[config.mk]
export PLATFORM = sky130hd
export DESIGN_NAME = uart_rx_os_flat
export DESIGN_NICKNAME = d
export VERILOG_FILES = /design/src/rtl/uart_pkg.sv /design/src/rtl/uart_rx_os_if.sv /design/src/rtl/uart_os_tick.sv /design/src/rtl/uart_rx_os.sv /design/src/flat_wrapper.sv
export SDC_FILE = /design/constraint.sdc
export NUM_CORES = 1
export LEC_CHECK = 0
export ABC_AREA = 0
export CAP_MARGIN = 20
export CORE_AREA = 2 2 71 66
export DETAILED_ROUTE_END_ITERATION = 16
export DIE_AREA = 0 0 73 68
export PLACE_DENSITY_LB_ADDON = 0.15
export SLEW_MARGIN = 40
export SYNTH_ARGS = -nofsm -noshare
export SYNTH_HDL_FRONTEND = slang
export SYNTH_SLANG_ARGS = --single-unit
export TNS_END_PERCENT = 5
[constraint.sdc]
create_clock -name clk -period 2 [get_ports clk]
set_input_delay 0.4 -clock clk [delete_from_list [all_inputs] [get_ports clk]]
set_output_delay 0.4 -clock clk [all_outputs]
set_load 0.01 [all_outputs]
[src/rtl/uart_pkg.sv]
// Shared UART definitions: FSM encoding, oversampling constants and the
// clock divider helper used by both the receiver and the transmitter.
package uart_pkg;

    typedef logic [2:0] state_t;

    localparam state_t IDLE      = 3'd0;
    localparam state_t START     = 3'd1;
    localparam state_t DATA      = 3'd2;
    localparam state_t STOP      = 3'd3;
    localparam state_t WAIT_IDLE = 3'd4;

    localparam int unsigned OS_RATE    = 16;
    localparam int unsigned MID_SAMPLE = 8;

    function automatic int unsigned os_div(input int unsigned clk_freq,
                                           input int unsigned baud,
                                           input int unsigned rate);
        return clk_freq / (baud * rate);
    endfunction

endpackage

[src/rtl/uart_rx_os_if.sv]
// Serial line plus host-side rdy/rdy_clr handshake of the oversampling receiver.
interface uart_rx_os_if;

    logic       rx;
    logic       rdy_clr;
    logic [7:0] data_out;
    logic       rdy;
    logic       busy;
    logic       frame_err;
    logic       overrun;

    modport master (
        output rx, rdy_clr,
        input  data_out, rdy, busy, frame_err, overrun
    );

    modport slave (
        input  rx, rdy_clr,
        output data_out, rdy, busy, frame_err, overrun
    );

endinterface

[src/rtl/uart_os_tick.sv]
// Free-running tick generator: one-cycle pulse every DIV clocks.
module uart_os_tick #(
    parameter int unsigned DIV = 2
) (
    input  logic clk,
    input  logic rst,
    output logic tick
);

    localparam int unsigned W = (DIV > 1) ? $clog2(DIV) : 1;
    localparam logic [W-1:0] LAST = W'(DIV - 1);

    if (DIV < 1) begin : gen_div_check
        $error("uart_os_tick: DIV must be at least 1");
    end

    logic [W-1:0] cnt_q;

    always_ff @(posedge clk or negedge rst) begin
        if (!rst) begin
            cnt_q <= '0;
        end else if (cnt_q == LAST) begin
            cnt_q <= '0;
        end else begin
            cnt_q <= cnt_q + W'(1);
        end
    end

    assign tick = (cnt_q == LAST);

endmodule

[src/rtl/uart_rx_os.sv]
// 8N1 UART receiver with 16x oversampling, 3-sample majority vote per data bit,
// sticky framing-error and overrun flags, and a rdy/rdy_clr host handshake.
module uart_rx_os
    import uart_pkg::*;
#(
    parameter int unsigned CLK_FREQ = 50_000_000,
    parameter int unsigned BAUD     = 9600,
    parameter int unsigned OS_DIV   = os_div(CLK_FREQ, BAUD, OS_RATE)
) (
    input logic         clk,
    input logic         rst,
    uart_rx_os_if.slave bus
);

    localparam logic [3:0] MID     = 4'(MID_SAMPLE);
    localparam logic [3:0] SMP_A   = MID - 4'd1;
    localparam logic [3:0] SMP_C   = MID + 4'd1;
    localparam logic [3:0] LAST_SC = 4'(OS_RATE - 1);

    logic       rx_meta_q, rxs;
    logic       tick;
    state_t     state_q, state_d;
    logic [3:0] sc_q, sc_d;
    logic [2:0] bit_q, bit_d;
    logic [7:0] sh_q, sh_d;
    logic [2:0] smp_q, smp_d;
    logic [7:0] data_q, data_d;
    logic       rdy_q, rdy_d;
    logic       fe_q, fe_d;
    logic       ov_q, ov_d;
    logic       frame_ok, frame_bad;
    logic       maj;

    uart_os_tick #(
        .DIV (OS_DIV)
    ) u_tick (
        .clk  (clk),
        .rst  (rst),
        .tick (tick)
    );

    // Synchronizer resets to the idle level so reset release cannot fake a start bit.
    always_ff @(posedge clk or negedge rst) begin
        if (!rst) begin
            rx_meta_q <= 1'b1;
            rxs       <= 1'b1;
        end else begin
            rx_meta_q <= bus.rx;
            rxs       <= rx_meta_q;
        end
    end

    assign maj = (smp_q[0] & smp_q[1]) | (smp_q[0] & smp_q[2]) | (smp_q[1] & smp_q[2]);

    always_comb begin
        state_d   = state_q;
        sc_d      = sc_q;
        bit_d     = bit_q;
        sh_d      = sh_q;
        smp_d     = smp_q;
        frame_ok  = 1'b0;
        frame_bad = 1'b0;
        if (tick) begin
            sc_d = sc_q + 4'd1;
            case (state_q)
                IDLE: begin
                    sc_d = '0;
                    if (!rxs) state_d = START;
                end
                START: begin
                    if (sc_q == MID) begin
                        sc_d    = '0;
                        bit_d   = '0;
                        state_d = rxs ? IDLE : DATA;
                    end
                end
                DATA: begin
                    if (sc_q == SMP_A) smp_d[0] = rxs;
                    if (sc_q == MID)   smp_d[1] = rxs;
                    if (sc_q == SMP_C) smp_d[2] = rxs;
                    if (sc_q == LAST_SC) begin
                        sc_d  = '0;
                        sh_d  = {maj, sh_q[7:1]};
                        bit_d = bit_q + 3'd1;
                        if (bit_q == 3'd7) state_d = STOP;
                    end
                end
                STOP: begin
                    if (sc_q == MID) begin
                        sc_d = '0;
                        if (rxs) begin
                            frame_ok = 1'b1;
                            state_d  = IDLE;
                        end else begin
                            frame_bad = 1'b1;
                            state_d   = WAIT_IDLE;
                        end
                    end
                end
                WAIT_IDLE: begin
                    sc_d = '0;
                    if (rxs) state_d = IDLE;
                end
                default: begin
                    sc_d    = '0;
                    state_d = IDLE;
                end
            endcase
        end
    end

    // A frame landing together with rdy_clr is accepted rather than counted as overrun.
    always_comb begin
        data_d = data_q;
        rdy_d  = rdy_q;
        fe_d   = fe_q;
        ov_d   = ov_q;
        if (bus.rdy_clr) begin
            rdy_d = 1'b0;
            fe_d  = 1'b0;
            ov_d  = 1'b0;
        end
        if (frame_ok) begin
            if (!rdy_q || bus.rdy_clr) begin
                data_d = sh_q;
                rdy_d  = 1'b1;
            end else begin
                ov_d = 1'b1;
            end
        end
        if (frame_bad) fe_d = 1'b1;
    end

    always_ff @(posedge clk or negedge rst) begin
        if (!rst) begin
            state_q <= IDLE;
            sc_q    <= '0;
            bit_q   <= '0;
            sh_q    <= '0;
            smp_q   <= '0;
            data_q  <= '0;
            rdy_q   <= 1'b0;
            fe_q    <= 1'b0;
            ov_q    <= 1'b0;
        end else begin
            state_q <= state_d;
            sc_q    <= sc_d;
            bit_q   <= bit_d;
            sh_q    <= sh_d;
            smp_q   <= smp_d;
            data_q  <= data_d;
            rdy_q   <= rdy_d;
            fe_q    <= fe_d;
            ov_q    <= ov_d;
        end
    end

    assign bus.data_out  = data_q;
    assign bus.rdy       = rdy_q;
    assign bus.frame_err = fe_q;
    assign bus.overrun   = ov_q;
    assign bus.busy      = (state_q != IDLE);

endmodule

[src/flat_wrapper.sv]
// flat-port wrapper written by rule: the top's interface ports become plain ports
module uart_rx_os_flat import uart_pkg::*;
#(
    parameter int unsigned CLK_FREQ = 50_000_000,
    parameter int unsigned BAUD     = 9600,
    parameter int unsigned OS_DIV   = os_div(CLK_FREQ, BAUD, OS_RATE)
)
  (clk, rst, bus_rx, bus_rdy_clr, bus_data_out, bus_rdy, bus_busy, bus_frame_err, bus_overrun);
  uart_rx_os_if bus_i ();
  input logic clk;
  input logic rst;
  input wire logic [$bits(bus_i.rx)-1:0] bus_rx;
  input wire logic [$bits(bus_i.rdy_clr)-1:0] bus_rdy_clr;
  output wire logic [$bits(bus_i.data_out)-1:0] bus_data_out;
  output wire logic [$bits(bus_i.rdy)-1:0] bus_rdy;
  output wire logic [$bits(bus_i.busy)-1:0] bus_busy;
  output wire logic [$bits(bus_i.frame_err)-1:0] bus_frame_err;
  output wire logic [$bits(bus_i.overrun)-1:0] bus_overrun;
  assign bus_i.rx = bus_rx;
  assign bus_i.rdy_clr = bus_rdy_clr;
  assign bus_data_out = bus_i.data_out;
  assign bus_rdy = bus_i.rdy;
  assign bus_busy = bus_i.busy;
  assign bus_frame_err = bus_i.frame_err;
  assign bus_overrun = bus_i.overrun;
  uart_rx_os #(.CLK_FREQ(CLK_FREQ), .BAUD(BAUD), .OS_DIV(OS_DIV)) u_core (.clk(clk), .rst(rst), .bus(bus_i));
endmodule
Fig. 1: wire density map
Bar = 20 um. 15 x 14 tiles, from white (low) to dark blue (high), scaled to the fullest tile. Values are wire area over tile area, all layers added.
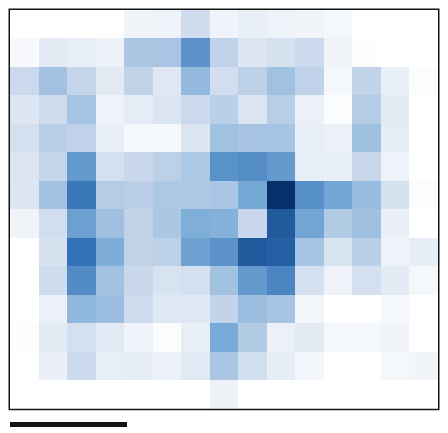
- emptiest ninth of the die: lower right
- mean over tiles: 0.12
- fullest tile: 0.57

Fig. 2: met3 routing
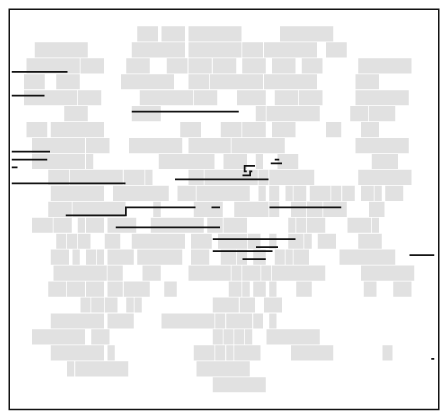
- wire length on this layer: 175 um
- longest straight run: 19.1 um
- main direction: horizontal
- nets with wire on the layer: 17

==> impl_metrics.toml <==
# yosys + openroad results
[final_timing]
timing.final.crit_share_pct = 96.60
slew_viol_final = 0
timing.hold.ws_ps = 51.66
clock.fmax_ghz = 0.5176
finalSetupViolCount = 0
finClkSkew_ps = 9.495
tightest_slew_ps = 507.2
slew_headroom_pct = 65.83
hold_viol_final = 0
layout_min_cycle_time_ps = 1932
final.setup.tns_ps = 0

[logic_synthesis]
postSynthCellCount = 166
synthMuxAreaShare_pct = 12.25
edf_count = 0
ys_ff = 43
aoi_share_pct = 6.498
ff_type = "dfrtp_1"
ys_sh_simple_pct = 16.40
yosysChipArea_sq_um = 2022
synth_top_area_share_pct = 50.74
syn_area_sq_um = 2022
topCellsByArea = "dfrtp_1 (51%), mux2_2 (12%), ha_1 (4.3%)"
ys_cells = 166
ys_seq_share_pct = 53.34
async_reset_ff_share_pct = 100.0
xor_area_share_pct = 3.465
ys_warn_count = 0
avgSynthCellArea_sq_um = 12.18
ys_sh_adder_pct = 4.827
synth.largest_area_cell = "dfrtp_1"
synth_nets = 177

[setup_path]
worst-path-buf-inv = 2
cp_max_fo = 8
crit_slowest_cell = "dfrtp_1"
crit_family = "flip-flops"
reg2reg_slack_ps = 70
crit_start = "u_core.sc_q[0]"
r2r_cells = 7
rr_endpoint = "u_core.bus.data_out[7]"
crit_required_ps = 2170
end_kind = "flip-flop"
cp_num_cells = 7
critical_path_class = "reg -> reg"
critPathMaxStageDelay_ps = 420
critPathLaunchType = "flip-flop"
worstPathArrival_ps = 2110
crit_chain = "inv_1 > ha_1 > and3b_1 > nand3_2 > a211oi_4 > buf_12 > mux2_2"
reg2reg_from = "u_core.sc_q[0]"

[floorplanning]
die_h_um = 68
rows = 23
chipWidth_um = 73
coreArea_sq_um = 4288
initCoreUtil_pct = 47.15
pin_count = 16
dieArea_sq_um = 4964

[pwr]
peakVddDrop_mv = 0.4168
powerDensity_nw_per_um2 = 604.8
finalPower_w = 0.001447
power.leakage_nw = 1.131

[status]
status = "complete, no violations"

[grt]
first_global_vias = 1362
grt_util_all_layers_pct = 16.28
met3_usage_pct = 4.418
antenna_found_initial = 0
grt-ovfl-total = 0
grt_max_degree = 25
grtUsageMet1_pct = 19.41
use_met2_pct = 28.04
busiest_layer = "met2"

[routing]
routed_wl_mm = 3.725
num_vias = 1331
drtIter0Drc = 46
wire_per_inst_um = 15.46
vias_per_cell = 5.523
drtAntennaViolNets = 0
drc = 0
dr.pass1.iters = 4

[flow_run]
maxCapViolCount = 0
warnings = 29

[clocking]
ctsLongestPathBuffers = 2
postCtsSetupBuffers = 0
cts-buffers-inserted = 5
clk_pin_slew_ps = 90
clk_latency_ps = 290
clockRootBuffer = "clkbuf_8"
htreeDepth = 2
tritoncts = "built"

[final_layout]
drive_above_1_share_pct = 26.70
syn_to_final_growth_pct = 18.32
fillers = 356
lay_top_cells = "dfrtp_1 (40), mux2_2 (22), nor2_1 (14), clkdlybuf4s50_1 (13)"
layout_top_cell = "dfrtp_1"
final_util_pct = 55.79
nets = 201
stdcell_count = 241

[min_path]
hp-class = "in -> async"

[placed_design]
placed_cells = 233
io_buffers = 15
dp_hpwl_mm = 2.736
gp_congestion = 0.8475
Fig. 3: clock nets
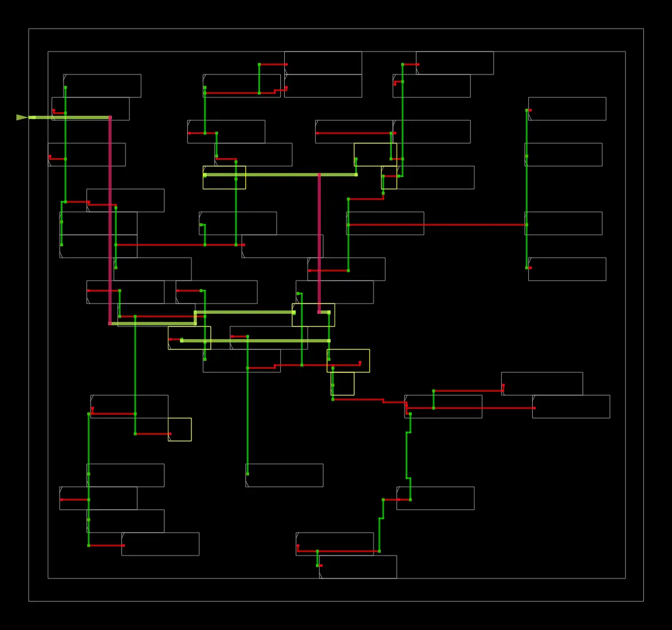
Sinks on Clock Net: 43
flip-flops: 43
clock buffer count: 5

Fig. 4: close-up of the layout
Window x 16 to 56, y 14 to 54 um. Cells in gray, sequential cells in the stronger gray; small squares are vias.
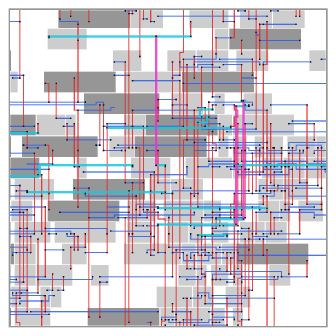
- cyan: met3
- red: met2
- blue: met1
- magenta: met4
- cells with their middle in the window: 94
- most frequent: dfrtp_1 (10)
- sequential cells in the window: 12
- netlist names of flops here include: u_core.smp_q (3)

==> timing repair <==
action,in CTS,in global routing
hold endpoints to repair,0,0
pin swaps,0,0
hold buffers,0,0
endpoints found under the setup margin,1,5
gates resized,2,3
==> layout make-up <==
class,instances,area [sq um],share of cell area (%)
Sequential cell,43,1080,45.14
Multi-Input combinational cell,109,894.6,37.40
Clock buffer,5,68.82,2.877
Tap cell,50,62.56,2.615
Inverter,6,22.52,0.9414
Timing Repair Buffer,25,244.0,10.20
Clock inverter,3,20.02,0.8368
==> cells in the mapped netlist, types with 2 or more instances <==
master,number
a21oi_1,2
a22o_1,3
and3_1,4
and3b_1,2
buf_2,3
clkbuf_1,3
dfrtp_1,41
dfstp_2,2
ha_1,7
inv_1,6
mux2_2,22
nand2_1,4
nand2b_1,2
nand3_1,9
nand3b_1,3
nor2_1,14
nor3_1,4
o21ai_0,5
o22ai_1,2
xnor2_1,4
xor2_1,4
==> through the flow <==
stage,instance area [sq um],setup slack [ps]
floorplan,2022,148.3
global placement,2287,124.9
detailed placement,2287,76.36
CTS,2376,66.21
global route,2392,-36.92
finish,2392,67.93
==> cell families (layout without fill, tap and decap cells) <==
| group | after synthesis | in the layout |
|---|---|---|
| and+or+nand+nor | 54 | 54 |
| DFF | 43 | 43 |
| muxes | 22 | 22 |
| AOI/OAI and AO/OA | 17 | 17 |
| buffers and inverters | 14 | 39 |
| adders and majority gates | 8 | 8 |
| xor gates and xnor gates | 8 | 8 |
==> sequential cells by signal (all words and copies together), names as in the netlist, 3 cells and up <==
name / cells
u_core.bus.data_out: 8
u_core.smp_q: 3
u_core.bit_q: 3
u_core.sh_q: 8
u_core.u_tick.cnt_q: 9
u_core.sc_q: 4
u_core.state_q: 3
==> how the worst max path moves through the flow <==
stage / end
floorplan: u_core.bus.data_out[0]
global placement: u_core.state_q[0]
detailed placement: u_core.bus.data_out[7]
CTS: u_core.bus.data_out[7]
global route: u_core.state_q[0]
finish: u_core.bus.data_out[7]
==> metal layers <==
metal  up-vias  part of all wire (%)
met4         0                   1.9
met5         -                     0
met1       657                    44
li1        636                     -
met2        30                    49
met3         8                   4.7
==> where the power goes <==
group | leakage [nW] | switching (W) | total [W] | internal, W
logic | 0.513 | 0.0000208 | 0.0000312 | 0.0000104
registers | 0.578 | 0.00000289 | 0.000875 | 0.000872
clock network | 0.0402 | 0.000297 | 0.000540 | 0.000243
total | 1.13 | 0.000321 | 0.00145 | 0.00113
Power figures rest on the tool's default switching activity, not on a simulated workload.
